**Wire density map**

The bar under the picture is 20 um long. The die is cut into 14 by 14 equal tiles; dark purple is low, yellow is high, scaled to the fullest tile. Values are wire area over tile area, all layers added.
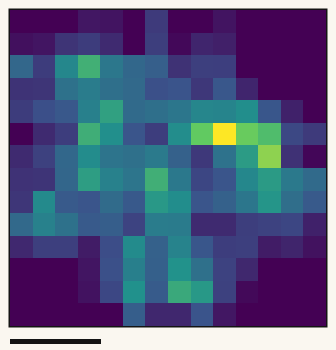
**Track usage over the die**

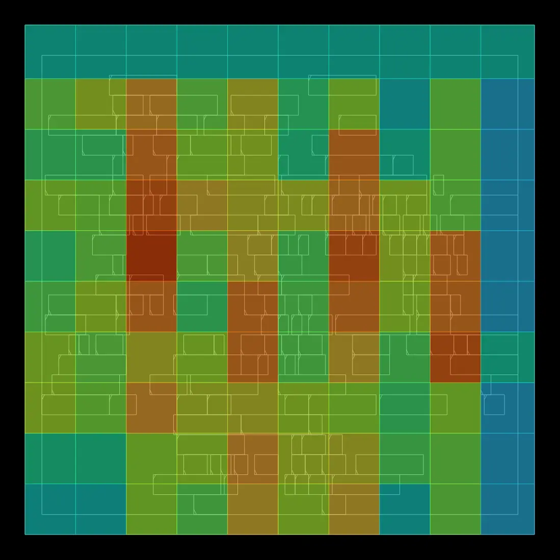
**Sizing map**

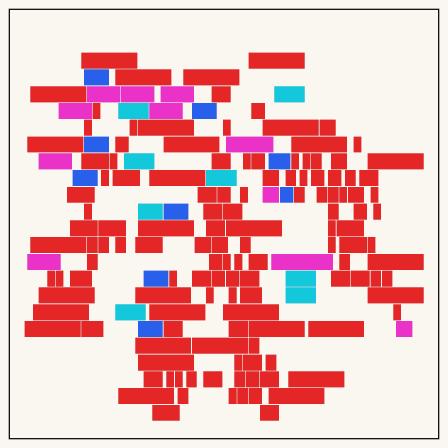
**Cell classes on the final placement**

The bar under the picture is 20 um long.
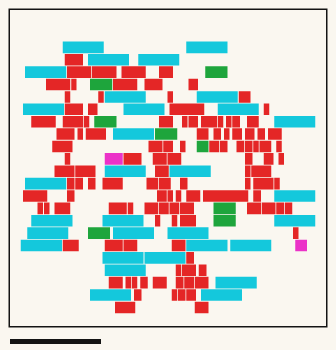
==> src/rtl/digit_pkg.sv <==
`default_nettype none
// +----------------------------------------------------------------------+
// | Module : digit_pkg                                                   |
// | Brief  : Shared state encoding and 7-segment table for the digit     |
// |          stabilizer.                                                 |
// | Rev    : 1.0  initial release                                        |
// +----------------------------------------------------------------------+
package digit_pkg;

    typedef enum logic [1:0] {
        ST_EMPTY  = 2'd0,
        ST_TRACK  = 2'd1,
        ST_LOCKED = 2'd2
    } state_e;

    localparam logic [3:0] DIGIT_MAX = 4'd9;

    // Segment order {g,f,e,d,c,b,a}, active-high.
    localparam logic [6:0] SEG_TABLE [0:9] = '{
        7'h3F, 7'h06, 7'h5B, 7'h4F, 7'h66,
        7'h6D, 7'h7D, 7'h07, 7'h7F, 7'h6F
    };

endpackage : digit_pkg
`default_nettype wire

==> src/rtl/digit_stabilizer_seg7.sv <==
`default_nettype none
// +----------------------------------------------------------------------+
// | Module : seg7_encode                                                 |
// | Brief  : Combinational 4-bit digit to 7-segment lookup; blank for >9. |
// | Rev    : 1.0  initial release                                        |
// +----------------------------------------------------------------------+
module seg7_encode
    import digit_pkg::*;
(
    input  logic [3:0] digit_i,
    output logic [6:0] seg_o
);

    always_comb begin
        seg_o = 7'h00;
        if (digit_i <= DIGIT_MAX) begin
            seg_o = SEG_TABLE[digit_i];
        end
    end

endmodule : seg7_encode
`default_nettype wire

==> src/rtl/digit_stabilizer.sv <==
`default_nettype none
// +----------------------------------------------------------------------+
// | Module : digit_stabilizer                                            |
// | Brief  : Commits a classifier digit after STABLE_CNT consecutive     |
// |          identical valid samples; drives digit, segments, pulse.     |
// | Rev    : 1.0  initial release                                        |
// +----------------------------------------------------------------------+
module digit_stabilizer
    import digit_pkg::*;
#(
    parameter int STABLE_CNT = 4,
    parameter int ERR_W      = 8
) (
    input  logic             clk,
    input  logic             rst,
    input  logic             in_valid,
    input  logic [3:0]       in_digit,
    output logic             out_valid,
    output logic [3:0]       out_digit,
    output logic [6:0]       out_seg,
    output logic             out_change,
    output logic [3:0]       out_run,
    output logic [ERR_W-1:0] out_err
);

    generate
        if (STABLE_CNT < 1 || STABLE_CNT > 15) begin : g_bad_stable_cnt
            $error("digit_stabilizer: STABLE_CNT must be in 1..15");
        end
    endgenerate

    localparam logic [3:0] RUN_MAX = 4'(STABLE_CNT);

    state_e           state_q, state_d;
    logic [3:0]       cand_q,  cand_d;
    logic [3:0]       run_q,   run_d;
    logic             valid_q;
    logic [3:0]       digit_q;
    logic [6:0]       seg_q;
    logic             change_q;
    logic [ERR_W-1:0] err_q;

    logic             commit_w;
    logic             err_inc_w;
    logic [6:0]       seg_w;

    always_comb begin
        state_d   = state_q;
        cand_d    = cand_q;
        run_d     = run_q;
        commit_w  = 1'b0;
        err_inc_w = 1'b0;
        if (in_valid) begin
            if (in_digit > DIGIT_MAX) begin
                err_inc_w = 1'b1;
                run_d     = 4'd0;
                state_d   = valid_q ? ST_TRACK : ST_EMPTY;
            end else begin
                if (state_q == ST_EMPTY || run_q == 4'd0 || in_digit != cand_q) begin
                    cand_d  = in_digit;
                    run_d   = 4'd1;
                    state_d = ST_TRACK;
                end else if (state_q != ST_LOCKED && run_q < RUN_MAX) begin
                    run_d = run_q + 4'd1;
                end
                // A run returning to the already-committed digit locks silently.
                if (run_d == RUN_MAX) begin
                    state_d  = ST_LOCKED;
                    commit_w = !valid_q || (cand_d != digit_q);
                end
            end
        end
    end

    always_ff @(posedge clk or posedge rst) begin
        if (rst) begin
            state_q <= ST_EMPTY;
            cand_q  <= 4'd0;
            run_q   <= 4'd0;
        end else begin
            state_q <= state_d;
            cand_q  <= cand_d;
            run_q   <= run_d;
        end
    end

    seg7_encode u_seg7 (
        .digit_i (cand_d),
        .seg_o   (seg_w)
    );

    always_ff @(posedge clk or posedge rst) begin
        if (rst) begin
            valid_q  <= 1'b0;
            digit_q  <= 4'd0;
            seg_q    <= 7'h00;
            change_q <= 1'b0;
            err_q    <= '0;
        end else begin
            change_q <= commit_w;
            if (commit_w) begin
                valid_q <= 1'b1;
                digit_q <= cand_d;
                seg_q   <= seg_w;
            end
            if (err_inc_w && !(&err_q)) begin
                err_q <= err_q + 1'b1;
            end
        end
    end

    assign out_valid  = valid_q;
    assign out_digit  = digit_q;
    assign out_seg    = seg_q;
    assign out_change = change_q;
    assign out_run    = run_q;
    assign out_err    = err_q;

endmodule : digit_stabilizer
`default_nettype wire

==> config.mk <==
export PLATFORM = sky130hd
export DESIGN_NAME = digit_stabilizer
export DESIGN_NICKNAME = d
export VERILOG_FILES = /design/src/rtl/digit_pkg.sv /design/src/rtl/digit_stabilizer_seg7.sv /design/src/rtl/digit_stabilizer.sv
export SDC_FILE = /design/constraint.sdc
export NUM_CORES = 1
export LEC_CHECK = 0
export CAP_MARGIN = 40
export CORE_MARGIN = 2
export CORE_UTILIZATION = 40
export CTS_CLUSTER_SIZE = 20
export DETAILED_ROUTE_END_ITERATION = 7
export DONT_BUFFER_PORTS = 1
export MAX_ROUTING_LAYER = met4
export REMOVE_ABC_BUFFERS = 1
export SKIP_LAST_GASP = 1
export SYNTH_ARGS = -nofsm -noshare
export SYNTH_HDL_FRONTEND = slang
export SYNTH_SLANG_ARGS = --single-unit
==> constraint.sdc <==
create_clock -name clk -period 7.1 [get_ports clk]
set_clock_uncertainty 0.2 [all_clocks]
set_input_delay 0.71 -clock clk [delete_from_list [all_inputs] [get_ports clk]]
set_output_delay 0.71 -clock clk [all_outputs]
set_load 0.05 [all_outputs]
==> ci_impl_report.md <==
## PnR job results

| Metric | Value |
|---|---|
| Outcome | `complete, no violations` |
| Dominant comb cell | `simple AND/OR/NAND/NOR gates` |
| Synth Register Bits | `31` |
| And+or+nand+nor area frac | `between 10% and 20%` |
| Late-Pin Clk Latency | `between 0.2 and 0.3 ns` |
| Placement row count | `23` |
| Synth top area cells | `dfrtp_1, ha_1, mux2_4, xor2_1, mux2_2` |
| Distinct cells, synth | `37` |
| Synth Warn # | `0` |
| Tmin final | `slightly above 3 ns` |
| Count of multi-input gates | `105` |
| Dpl ws | `4.06 ns` |
| Flip-flops with a built-in enable | `0` |
| Placed insts | `around 200` |
| H-tree depth | `2` |
| Post-CTS Resized | `0` |
| Clk root buf | `clkbuf_8` |
| Unrepaired setup endpoints after global routing | `false` |
| Clk slew on worst S/H paths | `roughly 0.06 ns` |
| Most frequent logic cells in the routed design | `dfrtp_1, inv_1, xor2_1, nor2_1, ha_1` |
| Worst-path cell chain | `inv_1 -> ha_1 -> a31oi_1 -> o211ai_1 -> nor4_4 -> buf_6 -> mux2_4` |
| Global-route wire length before repair | `5.42 mm` |
| Detail Route Antenna Nets | `0` |
| Fillers | `about 380` |
| Post-synth top cells | `dfrtp_1, inv_1, xor2_1, ha_1, nor2_1` |
| Storage cell area | `approximately 780 um^2` |
| Top cell excl fill/tap | `dfrtp_1` |
| Share of cells above drive strength 1 | `~18%` |
| DR DRC count | `0` |
| Top cell area share | `between 40% and 50%` |
| Initial DRC count | `about 70` |
| Total power | `around 0.50 mW` |
| Mapped Cells | `approximately 160` |
| Maximum number of pins on one net before global-route repair | `32` |
| P_int | `between 0.3 and 0.4 mW` |
| R2r worst-path depth | `7` |
| Combinational share of cell area | `45.5%` |
| Max Slew Vio Count | `0` |
| Worst setup SP type | `register` |
| Setup TNS | `0 ns` |
| Tapcells | `roughly 50` |
| Synthesized area per cell | `11.0 um^2` |
| Cts-stage hold buffer count | `0` |
| Logic pwr share | `14.2%` |
| Initial antenna violation count | `0` |
| Fraction of area in registers | `a little over two fifths` |
| Final WL | `between 3 and 4 mm` |
| Clock group | `approximately 0.15 mW` |
| Final setup viols | `0` |
| Top cell family by delay on the critical path | `flip-flops` |
| Sequential share of power | `a little under three fifths` |
| Yosys stat cell total | `roughly 160` |
| Critical path origin | `out_run[0]$_DFFE_PP0P_` |
| Inverter count | `14` |
| Final Cell Area | `roughly 0.0019 mm^2` |
| Fin util | `between 40 and 50%` |
| Power density cells | `269 mW/mm^2` |
| Max VDD drop | `roughly 0.00016 V` |
| DIE AREA | `about 0.0048 mm^2` |
| FA/HA/MAJ Cells, Area Fraction | `between 6 and 7%` |
| Logic area | `847 um^2` |
| Vias/cell | `around 5.3` |
| Seq group | `0.276 mW` |
| Signal buf overhead | `~1.0%` |
| Nets | `175` |
| Most common cell in the synthesized netlist | `dfrtp_1` |
| # diodes | `0` |
| Buffer and inverter count on the worst path | `2` |
| Top class by area | `logic gates` |
| Setup slack, reg-to-reg | `between 4 and 5 ns` |
| Reg2Reg Capture Point | `out_seg[3]$_DFFE_PP0P_` |
| Static leakage | `approximately 0.87 nW` |
| Syn Std Cell Area | `roughly 0.0017 mm^2` |
| Post-detail-place hpwl | `roughly 2.3 mm` |
| Max Clk Rate | `0.325 GHz` |
Notes on 'wire density map' above:
emptiest ninth of the die: north-east
mean over tiles: 0.10
tiles over half the peak: 8.7%
fullest tile: 0.45

Notes on 'track usage over the die' above:
GR Layer Usage met1: 16.7%
GRT Overall Usage: 14.6%
met2 Track Usage GR: 23.4%

Notes on 'sizing map' above:
[magenta] _3 and _4 cells | cells: 11 | share: 6.9%
[red] _0 and _1 cells | cells: 132 | share: 83%
[cyan] _6 and larger | cells: 8 | share: 5.0%
[blue] _2 cells | cells: 9 | share: 5.6%

Notes on 'cell classes on the final placement' above:
[cyan] flops | cells: 31
[green] clock drivers and dummy loads | cells: 8
[magenta] other buffers and delay cells | cells: 2
[red] combinational and other logic | cells: 119

## metal layers
metal  routed length (um)  vias to the layer above
met5                    0                        -
met1                 1350                      552
met3                  151                        6
li1                     -                      535
met2                 1600                       25
met4                   55                        0
## flip-flops by register name, indices dropped and copies added, names as in the netlist
name,count
cand_q,4
out_change,1
out_digit,4
out_err,8
out_run,4
out_seg,7
out_valid,1
state_q,2
## worst register-to-register path, delay by kind of cell (launching register included)
kind | cells | cell delay [ns]
compound gates | 2 | 0.39
fa+ha+maj | 1 | 0.35
buf+inv | 2 | 0.38
flops | 1 | 0.72
mux | 1 | 0.30
simple gates | 1 | 0.62
No activity file was given, so power comes from the tool's default toggle rates.
